Wire density map:
The die is cut into 24 by 24 equal tiles; dark blue is low, red is high, scaled to the fullest tile. Values are wire area over tile area, all layers added.
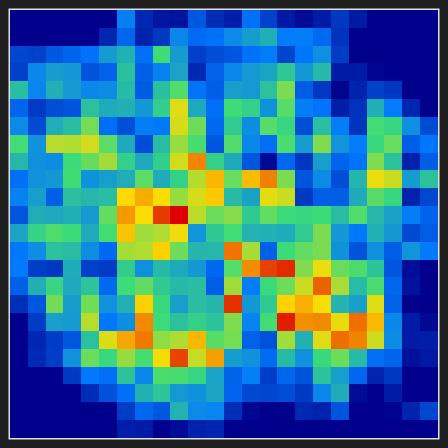
Sequential cells coloured by netlist name:
The bar under the picture is 20 microns long. Other sequential cells in the stronger grey, the rest of the logic in the fainter grey.
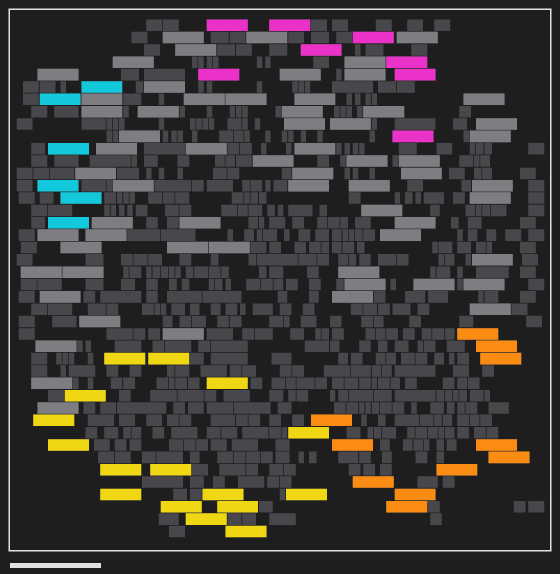
Clock wires, drivers and flops:
The bar under the picture is 20 microns long.
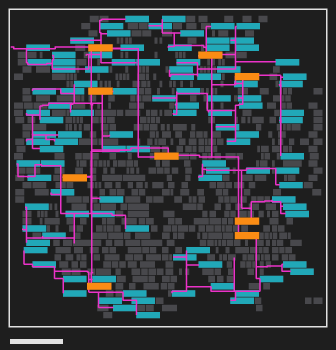
Placed standard cells:
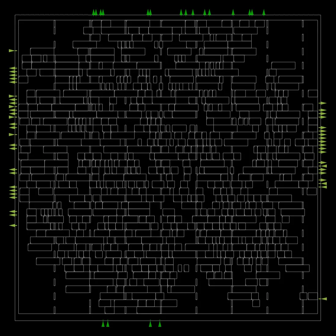
Sizing map:
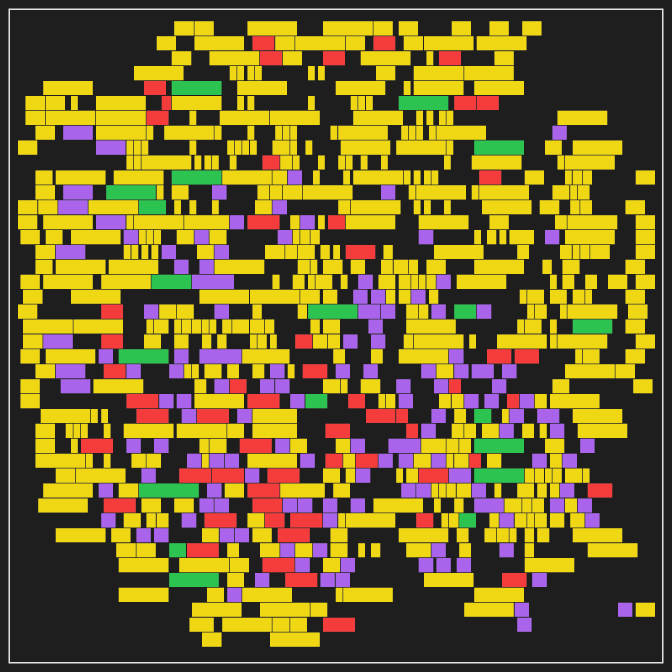
`src/rtl/usb_pkg.sv`:
```
// Shared definitions for the USB receive packet decoder: PID values,
// packet classification, error codes, CRC constants and the CRC5 helper.
package usb_pkg;

  // PID[3:0] values
  localparam logic [3:0] PID_OUT   = 4'h1;
  localparam logic [3:0] PID_IN    = 4'h9;
  localparam logic [3:0] PID_SOF   = 4'h5;
  localparam logic [3:0] PID_SETUP = 4'hD;
  localparam logic [3:0] PID_DATA0 = 4'h3;
  localparam logic [3:0] PID_DATA1 = 4'hB;
  localparam logic [3:0] PID_DATA2 = 4'h7;
  localparam logic [3:0] PID_MDATA = 4'hF;
  localparam logic [3:0] PID_ACK   = 4'h2;
  localparam logic [3:0] PID_NAK   = 4'hA;
  localparam logic [3:0] PID_STALL = 4'hE;
  localparam logic [3:0] PID_NYET  = 4'h6;

  // ERR_CODE values
  localparam logic [2:0] ERR_NONE  = 3'd0;
  localparam logic [2:0] ERR_PID   = 3'd1;
  localparam logic [2:0] ERR_CRC5  = 3'd2;
  localparam logic [2:0] ERR_CRC16 = 3'd3;
  localparam logic [2:0] ERR_LEN   = 3'd4;
  localparam logic [2:0] ERR_ABORT = 3'd5;
  localparam logic [2:0] ERR_SHORT = 3'd6;

  // CRC constants (register shifts left, data enters LSB-first)
  localparam logic [4:0]  CRC5_POLY      = 5'h05;
  localparam logic [4:0]  CRC5_INIT      = 5'h1F;
  localparam logic [4:0]  CRC5_RESIDUAL  = 5'h0C;
  localparam logic [15:0] CRC16_POLY     = 16'h8005;
  localparam logic [15:0] CRC16_INIT     = 16'hFFFF;
  localparam logic [15:0] CRC16_RESIDUAL = 16'h800D;

  typedef enum logic [1:0] {
    PT_TOKEN = 2'd0,
    PT_DATA  = 2'd1,
    PT_HSK   = 2'd2,
    PT_OTHER = 2'd3
  } pkt_type_t;

  // The PID byte is consumed directly in IDLE, so there is no separate PID state.
  typedef enum logic [2:0] {
    ST_IDLE    = 3'd0,
    ST_TOK1    = 3'd1,
    ST_TOK2    = 3'd2,
    ST_TEND    = 3'd3,
    ST_HSK     = 3'd4,
    ST_DATA    = 3'd5,
    ST_DISCARD = 3'd6
  } rx_state_t;

  // Upper nibble must be the complement of the lower nibble.
  function automatic logic pid_ok(input logic [7:0] pid_byte);
    return (pid_byte[7:4] == ~pid_byte[3:0]);
  endfunction

  function automatic pkt_type_t pid_type(input logic [3:0] pid);
    pkt_type_t t;
    case (pid)
      PID_OUT, PID_IN, PID_SOF, PID_SETUP:         t = PT_TOKEN;
      PID_DATA0, PID_DATA1, PID_DATA2, PID_MDATA: t = PT_DATA;
      PID_ACK, PID_NAK, PID_STALL, PID_NYET:      t = PT_HSK;
      default:                                    t = PT_OTHER;
    endcase
    return t;
  endfunction

  // Byte-wide CRC5 update, bit 0 of the byte first.
  function automatic logic [4:0] crc5_byte(input logic [4:0] crc_in, input logic [7:0] data);
    logic [4:0] c;
    c = crc_in;
    for (int i = 0; i < 8; i++) begin
      if (c[4] ^ data[i]) begin
        c = {c[3:0], 1'b0} ^ CRC5_POLY;
      end else begin
        c = {c[3:0], 1'b0};
      end
    end
    return c;
  endfunction

endpackage

```
`src/rtl/usb_crc16_byte.sv`:
```
// Byte-parallel CRC16 update: eight LSB-first serial steps unrolled.
module usb_crc16_byte
  import usb_pkg::*;
(
  input  logic [15:0] crc_in,
  input  logic [7:0]  data,
  output logic [15:0] crc_out
);

  logic [15:0] w_crc;

  // Shift the byte through the CRC register, bit 0 first.
  always_comb begin
    w_crc = crc_in;
    for (int i = 0; i < 8; i++) begin
      if (w_crc[15] ^ data[i]) begin
        w_crc = {w_crc[14:0], 1'b0} ^ CRC16_POLY;
      end else begin
        w_crc = {w_crc[14:0], 1'b0};
      end
    end
  end

  assign crc_out = w_crc;

endmodule

```
`src/rtl/usb_rx_packet.sv`:
```
// USB receive packet decoder: PID validation, token/handshake decode,
// CRC5/CRC16 checking and data payload forwarding with CRC bytes stripped.
module usb_rx_packet
  import usb_pkg::*;
#(
  parameter int MAX_PAYLOAD = 1023,
  parameter int LEN_W       = 11
) (
  input  logic             CLK_60M,
  input  logic             NRST_A_USB,
  input  logic [7:0]       RX_DATA,
  input  logic             RX_STRB,
  input  logic             RX_END,
  input  logic             RX_FAIL,
  output logic [3:0]       PKT_PID,
  output logic [6:0]       PKT_ADDR,
  output logic [3:0]       PKT_ENDP,
  output logic [10:0]      PKT_FRAME,
  output logic             TOKEN_VALID,
  output logic             HSK_VALID,
  output logic [7:0]       DATA_OUT,
  output logic             DATA_STRB,
  output logic             DATA_END,
  output logic [LEN_W-1:0] DATA_LEN,
  output logic             PKT_ERR,
  output logic [2:0]       ERR_CODE
);

  // Bytes after the PID a data packet may carry: payload plus two CRC bytes.
  localparam logic [LEN_W-1:0] MAX_BYTES = LEN_W'(MAX_PAYLOAD + 2);

  // FSM
  rx_state_t r_state;
  rx_state_t w_state_nxt;
  rx_state_t w_mid_state;

  // Datapath state
  logic [15:0]      r_tok;
  logic [4:0]       r_crc5;
  logic [15:0]      r_crc16;
  logic [LEN_W-1:0] r_cnt;
  logic [7:0]       r_d0;
  logic [7:0]       r_d1;
  logic [15:0]      w_tok_nxt;
  logic [4:0]       w_crc5_nxt;
  logic [15:0]      w_crc16_nxt;
  logic [15:0]      w_crc16_upd;
  logic [LEN_W-1:0] w_cnt_nxt;
  logic [7:0]       w_d0_nxt;
  logic [7:0]       w_d1_nxt;
  logic             w_emit;

  // Event qualification
  logic w_byte;
  logic w_data_full;
  logic w_byte_err;
  logic [2:0] w_byte_code;
  logic w_end_err;
  logic [2:0] w_end_code;
  logic w_abort;
  logic w_tok_done;
  logic w_hsk_done;
  logic w_data_done;

  // Output registers and their next values
  logic [3:0]       r_pkt_pid,   w_pkt_pid_nxt;
  logic [6:0]       r_pkt_addr,  w_pkt_addr_nxt;
  logic [3:0]       r_pkt_endp,  w_pkt_endp_nxt;
  logic [10:0]      r_pkt_frame, w_pkt_frame_nxt;
  logic             r_tok_valid, w_tok_valid_nxt;
  logic             r_hsk_valid, w_hsk_valid_nxt;
  logic [7:0]       r_data_out,  w_data_out_nxt;
  logic             r_data_strb, w_data_strb_nxt;
  logic             r_data_end,  w_data_end_nxt;
  logic [LEN_W-1:0] r_data_len,  w_data_len_nxt;
  logic             r_pkt_err,   w_pkt_err_nxt;
  logic [2:0]       r_err_code,  w_err_code_nxt;

  // RX_FAIL outranks the byte strobe; a byte seen with RX_FAIL is dropped.
  assign w_byte      = RX_STRB & ~RX_FAIL;
  assign w_data_full = (r_cnt == MAX_BYTES);

  usb_crc16_byte u_crc16 (
    .crc_in  (r_crc16),
    .data    (RX_DATA),
    .crc_out (w_crc16_upd)
  );

  // FSM state register.
  always_ff @(posedge CLK_60M or negedge NRST_A_USB) begin
    if (!NRST_A_USB) begin
      r_state <= ST_IDLE;
    end else begin
      r_state <= w_state_nxt;
    end
  end

  // Next state: apply this cycle's byte first, then any end or abort on the resulting state.
  always_comb begin
    w_mid_state = r_state;
    w_byte_err  = 1'b0;
    w_byte_code = ERR_NONE;
    if (w_byte) begin
      case (r_state)
        ST_IDLE: begin
          if (!pid_ok(RX_DATA)) begin
            w_mid_state = ST_DISCARD;
            w_byte_err  = 1'b1;
            w_byte_code = ERR_PID;
          end else begin
            case (pid_type(RX_DATA[3:0]))
              PT_TOKEN: w_mid_state = ST_TOK1;
              PT_DATA:  w_mid_state = ST_DATA;
              PT_HSK:   w_mid_state = ST_HSK;
              default: begin
                w_mid_state = ST_DISCARD;
                w_byte_err  = 1'b1;
                w_byte_code = ERR_LEN;
              end
            endcase
          end
        end
        ST_TOK1: w_mid_state = ST_TOK2;
        ST_TOK2: w_mid_state = ST_TEND;
        ST_TEND, ST_HSK: begin
          w_mid_state = ST_DISCARD;
          w_byte_err  = 1'b1;
          w_byte_code = ERR_LEN;
        end
        ST_DATA: begin
          if (w_data_full) begin
            w_mid_state = ST_DISCARD;
            w_byte_err  = 1'b1;
            w_byte_code = ERR_LEN;
          end else begin
            w_mid_state = ST_DATA;
          end
        end
        ST_DISCARD: w_mid_state = ST_DISCARD;
        default:    w_mid_state = ST_IDLE;
      endcase
    end else begin
      w_mid_state = r_state;
    end

    w_state_nxt = w_mid_state;
    w_end_err   = 1'b0;
    w_end_code  = ERR_NONE;
    w_tok_done  = 1'b0;
    w_hsk_done  = 1'b0;
    w_data_done = 1'b0;
    w_abort     = 1'b0;
    if (RX_FAIL) begin
      // DISCARD has already reported its error, IDLE has nothing to abort.
      w_abort     = (r_state != ST_IDLE) && (r_state != ST_DISCARD);
      w_state_nxt = ST_IDLE;
    end else if (RX_END) begin
      case (w_mid_state)
        ST_IDLE: w_state_nxt = ST_IDLE;
        ST_TOK1, ST_TOK2: begin
          w_end_err   = 1'b1;
          w_end_code  = ERR_SHORT;
          w_state_nxt = ST_IDLE;
        end
        ST_TEND: begin
          if (w_crc5_nxt == CRC5_RESIDUAL) begin
            w_tok_done = 1'b1;
          end else begin
            w_end_err  = 1'b1;
            w_end_code = ERR_CRC5;
          end
          w_state_nxt = ST_IDLE;
        end
        ST_HSK: begin
          w_hsk_done  = 1'b1;
          w_state_nxt = ST_IDLE;
        end
        ST_DATA: begin
          if (w_cnt_nxt < LEN_W'(2)) begin
            w_end_err  = 1'b1;
            w_end_code = ERR_SHORT;
          end else if (w_crc16_nxt == CRC16_RESIDUAL) begin
            w_data_done = 1'b1;
          end else begin
            w_end_err  = 1'b1;
            w_end_code = ERR_CRC16;
          end
          w_state_nxt = ST_IDLE;
        end
        ST_DISCARD: w_state_nxt = ST_IDLE;
        default:    w_state_nxt = ST_IDLE;
      endcase
    end else begin
      w_state_nxt = w_mid_state;
    end
  end

  // Datapath next values: token capture, CRC accumulation and the 2-byte delay line.
  always_comb begin
    w_tok_nxt   = r_tok;
    w_crc5_nxt  = r_crc5;
    w_crc16_nxt = r_crc16;
    w_cnt_nxt   = r_cnt;
    w_d0_nxt    = r_d0;
    w_d1_nxt    = r_d1;
    w_emit      = 1'b0;
    if (w_byte) begin
      case (r_state)
        ST_IDLE: begin
          w_crc5_nxt  = CRC5_INIT;
          w_crc16_nxt = CRC16_INIT;
          w_cnt_nxt   = '0;
        end
        ST_TOK1: begin
          w_tok_nxt[7:0] = RX_DATA;
          w_crc5_nxt     = crc5_byte(r_crc5, RX_DATA);
        end
        ST_TOK2: begin
          w_tok_nxt[15:8] = RX_DATA;
          w_crc5_nxt      = crc5_byte(r_crc5, RX_DATA);
        end
        ST_DATA: begin
          if (!w_data_full) begin
            w_crc16_nxt = w_crc16_upd;
            w_cnt_nxt   = r_cnt + LEN_W'(1);
            w_d0_nxt    = r_d1;
            w_d1_nxt    = RX_DATA;
            // The newest two bytes may be the CRC, so only older bytes are released.
            w_emit      = (r_cnt >= LEN_W'(2));
          end else begin
            w_emit = 1'b0;
          end
        end
        default: w_emit = 1'b0;
      endcase
    end else begin
      w_emit = 1'b0;
    end
  end

  // Datapath registers.
  always_ff @(posedge CLK_60M or negedge NRST_A_USB) begin
    if (!NRST_A_USB) begin
      r_tok   <= 16'h0000;
      r_crc5  <= 5'h00;
      r_crc16 <= 16'h0000;
      r_cnt   <= '0;
      r_d0    <= 8'h00;
      r_d1    <= 8'h00;
    end else begin
      r_tok   <= w_tok_nxt;
      r_crc5  <= w_crc5_nxt;
      r_crc16 <= w_crc16_nxt;
      r_cnt   <= w_cnt_nxt;
      r_d0    <= w_d0_nxt;
      r_d1    <= w_d1_nxt;
    end
  end

  // Output next values derived from the events decoded this cycle.
  always_comb begin
    w_tok_valid_nxt = w_tok_done;
    w_hsk_valid_nxt = w_hsk_done;
    w_data_strb_nxt = w_emit;
    w_data_end_nxt  = w_data_done;
    w_pkt_err_nxt   = w_byte_err | w_end_err | w_abort;
    if (w_byte_err) begin
      w_err_code_nxt = w_byte_code;
    end else if (w_end_err) begin
      w_err_code_nxt = w_end_code;
    end else if (w_abort) begin
      w_err_code_nxt = ERR_ABORT;
    end else begin
      w_err_code_nxt = ERR_NONE;
    end

    if (w_byte && (r_state == ST_IDLE)) begin
      w_pkt_pid_nxt  = RX_DATA[3:0];
      w_data_len_nxt = '0;
    end else if (w_emit) begin
      w_pkt_pid_nxt  = r_pkt_pid;
      w_data_len_nxt = r_data_len + LEN_W'(1);
    end else begin
      w_pkt_pid_nxt  = r_pkt_pid;
      w_data_len_nxt = r_data_len;
    end

    if (w_emit) begin
      w_data_out_nxt = r_d0;
    end else begin
      w_data_out_nxt = r_data_out;
    end

    if (w_tok_done) begin
      w_pkt_addr_nxt  = w_tok_nxt[6:0];
      w_pkt_endp_nxt  = w_tok_nxt[10:7];
      w_pkt_frame_nxt = w_tok_nxt[10:0];
    end else begin
      w_pkt_addr_nxt  = r_pkt_addr;
      w_pkt_endp_nxt  = r_pkt_endp;
      w_pkt_frame_nxt = r_pkt_frame;
    end
  end

  // Output registers.
  always_ff @(posedge CLK_60M or negedge NRST_A_USB) begin
    if (!NRST_A_USB) begin
      r_pkt_pid   <= 4'h0;
      r_pkt_addr  <= 7'h00;
      r_pkt_endp  <= 4'h0;
      r_pkt_frame <= 11'h000;
      r_tok_valid <= 1'b0;
      r_hsk_valid <= 1'b0;
      r_data_out  <= 8'h00;
      r_data_strb <= 1'b0;
      r_data_end  <= 1'b0;
      r_data_len  <= '0;
      r_pkt_err   <= 1'b0;
      r_err_code  <= 3'd0;
    end else begin
      r_pkt_pid   <= w_pkt_pid_nxt;
      r_pkt_addr  <= w_pkt_addr_nxt;
      r_pkt_endp  <= w_pkt_endp_nxt;
      r_pkt_frame <= w_pkt_frame_nxt;
      r_tok_valid <= w_tok_valid_nxt;
      r_hsk_valid <= w_hsk_valid_nxt;
      r_data_out  <= w_data_out_nxt;
      r_data_strb <= w_data_strb_nxt;
      r_data_end  <= w_data_end_nxt;
      r_data_len  <= w_data_len_nxt;
      r_pkt_err   <= w_pkt_err_nxt;
      r_err_code  <= w_err_code_nxt;
    end
  end

  assign PKT_PID     = r_pkt_pid;
  assign PKT_ADDR    = r_pkt_addr;
  assign PKT_ENDP    = r_pkt_endp;
  assign PKT_FRAME   = r_pkt_frame;
  assign TOKEN_VALID = r_tok_valid;
  assign HSK_VALID   = r_hsk_valid;
  assign DATA_OUT    = r_data_out;
  assign DATA_STRB   = r_data_strb;
  assign DATA_END    = r_data_end;
  assign DATA_LEN    = r_data_len;
  assign PKT_ERR     = r_pkt_err;
  assign ERR_CODE    = r_err_code;

endmodule

```
`config.mk`:
```
export PLATFORM = sky130hd
export DESIGN_NAME = usb_rx_packet
export DESIGN_NICKNAME = d
export VERILOG_FILES = /design/src/rtl/usb_pkg.sv /design/src/rtl/usb_crc16_byte.sv /design/src/rtl/usb_rx_packet.sv
export SDC_FILE = /design/constraint.sdc
export NUM_CORES = 1
export LEC_CHECK = 0
export CORE_UTILIZATION = 40
export CTS_CLUSTER_DIAMETER = 200
export CTS_CLUSTER_SIZE = 25
export DETAILED_ROUTE_END_ITERATION = 10
export GPL_ROUTABILITY_DRIVEN = 0
export SLEW_MARGIN = 30
export SYNTH_ARGS = -nofsm -noshare
export SYNTH_HDL_FRONTEND = slang
export SYNTH_HIERARCHICAL = 1
export SYNTH_SLANG_ARGS = --single-unit
```
`constraint.sdc`:
```
create_clock -name CLK_60M -period 2.7 [get_ports CLK_60M]
set_clock_uncertainty 0.05 [all_clocks]
set_input_delay 0.27 -clock CLK_60M [delete_from_list [all_inputs] [get_ports CLK_60M]]
set_output_delay 0.27 -clock CLK_60M [all_outputs]
set_load 0.01 [all_outputs]
```
==> impl_metrics.json <==
{
  "run_status": "finished, violations left",
  "violations": "negative setup slack",
  "crit_end": "ERR_CODE[2]",
  "port_buffers": 65,
  "cts_buffers": 9,
  "globalRouteMet2Util": 0.3337,
  "pre_cts_slack_ns": -0.5494,
  "powerComb_w": 0.00113,
  "grt_pass1_wl_microns": 23380,
  "dieArea_sq_mm": 0.01415,
  "syn_area_sq_mm": 0.005471,
  "finalSetupViolCount": 12,
  "synth_warnings": 6,
  "r2r-end": "ERR_CODE[2]",
  "flop_area_sq_mm": 0.002603,
  "reg2reg_slack_ns": -0.07,
  "power.internal_w": 0.003034,
  "grt_pass1_vias": 4633,
  "avgSynthCellArea_sq_um": 10.34,
  "drt_iter0_drc": 230,
  "ys_seq_share": 0.4756,
  "drive_gt1_frac": 0.3013,
  "grtUsageMet3": 0.03496,
  "hp-class": "in -> async",
  "use_met1": 0.2891,
  "startpoint": "r_state[1]",
  "rr_worst_depth": 7,
  "grt.busiest_layer": "met2",
  "io_pins": 66,
  "rsz0062_at_grt": "yes",
  "ys_chip_area_sq_mm": 0.005471,
  "setup_slack_ns": -0.06657,
  "post-synth-top-area-cell": "dfrtp_1",
  "top_cell_area_share": 0.4756,
  "wl_met3_microns": 643,
  "clock_path_buffers": 2
}
Notes on 'wire density map' above:
fullest tile	0.49
emptiest ninth of the die	upper right
densest ninth of the die	centre
final WL: 14290 microns
routed via count: 4567
Global Route Usage Sum: 0.2130
drt wl/cell: 16.35 microns

Notes on 'sequential cells coloured by netlist name' above:
colour	name in the netlist	sequential cells
magenta	DATA_OUT	8
yellow	r_crc16	16
cyan	PKT_ADDR	6
orange	r_cnt	11
not coloured	63
sequential cell power: 0.00169 W
flop share of the area: 0.3436
fin util: 0.5697

Notes on 'clock wires, drivers and flops' above:
[orange] clock drivers | count: 9
[magenta] clock wires | length: 1320 microns
[cyan] flip-flops | count: 104
routed clock nets	10
clock group power: 0.00135 W
Clock Power Share: 0.324
Insertion Delay late pin: 0.36 ns

Notes on 'placed standard cells' above:
layout filler cell count: 1164
final cell count without fillers: 874
Flop Count: 104
Core Area: 0.01330 sq mm
# Taps: 176

Notes on 'sizing map' above:
colour	size	cells	share
green	_6 and larger	19	2.7%
purple	_3 and _4 cells	134	19%
yellow	_0 and _1 cells	487	70%
red	_2 cells	57	8.2%
Design Area, Final: 0.007575 sq mm
Non-clk bufs: 187
worst setup margin: -0.06657 ns

final cells by class:
type,count,share of cell area
clock inverters,5,0.008094
flip-flops and latches,104,0.3436
repair buffers,187,0.2126
multi-input cells,379,0.3688
diodes,1,0.0003304
inverters,11,0.005451
clock buffers,11,0.03204
well taps,176,0.02907
timing repair:
item / in CTS / in global routing
endpoints found under the setup margin: 16 / 17
gates cloned: 0 / 1
resized: 23 / 16
pin swaps: 11 / 18
setup buffers: 5 / 6
hold endpoints to repair: 44 / 0
hold buffers: 1 / 0
per-stage QoR:
| step | area, sq um | cells | utilization | hold WS, ns | setup TNS [ns] |
|---|---|---|---|---|---|
| 4_1_cts | 7411 | 866 | 0.5574 | 0.4297 | -0.05187 |
| 6_report | 7575 | 874 | 0.5697 | 0.4142 | -0.2616 |
| 3_5_place_dp | 6979 | 844 | 0.5249 | 0.2784 | -7.468 |
| 5_1_grt | 7575 | 874 | 0.5697 | 0.4473 | -1.826 |
| 2_1_floorplan | 5472 | 529 | - | -0.07559 | 0 |
| 3_3_place_gp | 6979 | 844 | 0.5249 | 0.2707 | -6.821 |
logic make-up (layout without fill, tap and decap cells):
kind of cell    Yosys count  count (layout)  synth area share
simple gates            223             223            0.2065
flops                   104             104            0.4756
compound gates           82              82            0.1123
buf+inv                  46             214           0.04482
xor+xnor                 45              45           0.09444
mux                      25              25           0.05717
fa+ha+maj                 4               4          0.009147
other cells               0               1                 0
flip-flops by register name (all words and copies together) (netlist names):
register     cells
r_d0             8
DATA_LEN        11
r_tok           11
DATA_STRB        1
PKT_PID          4
PKT_ERR          1
HSK_VALID        1
TOKEN_VALID      1
r_state          3
r_d1             8
PKT_ENDP         4
r_cnt           11
r_crc16         16
PKT_FRAME        1
PKT_ADDR         6
r_crc5           5
DATA_OUT         8
DATA_END         1
ERR_CODE         3
Power is estimated from default activity; no workload was simulated.
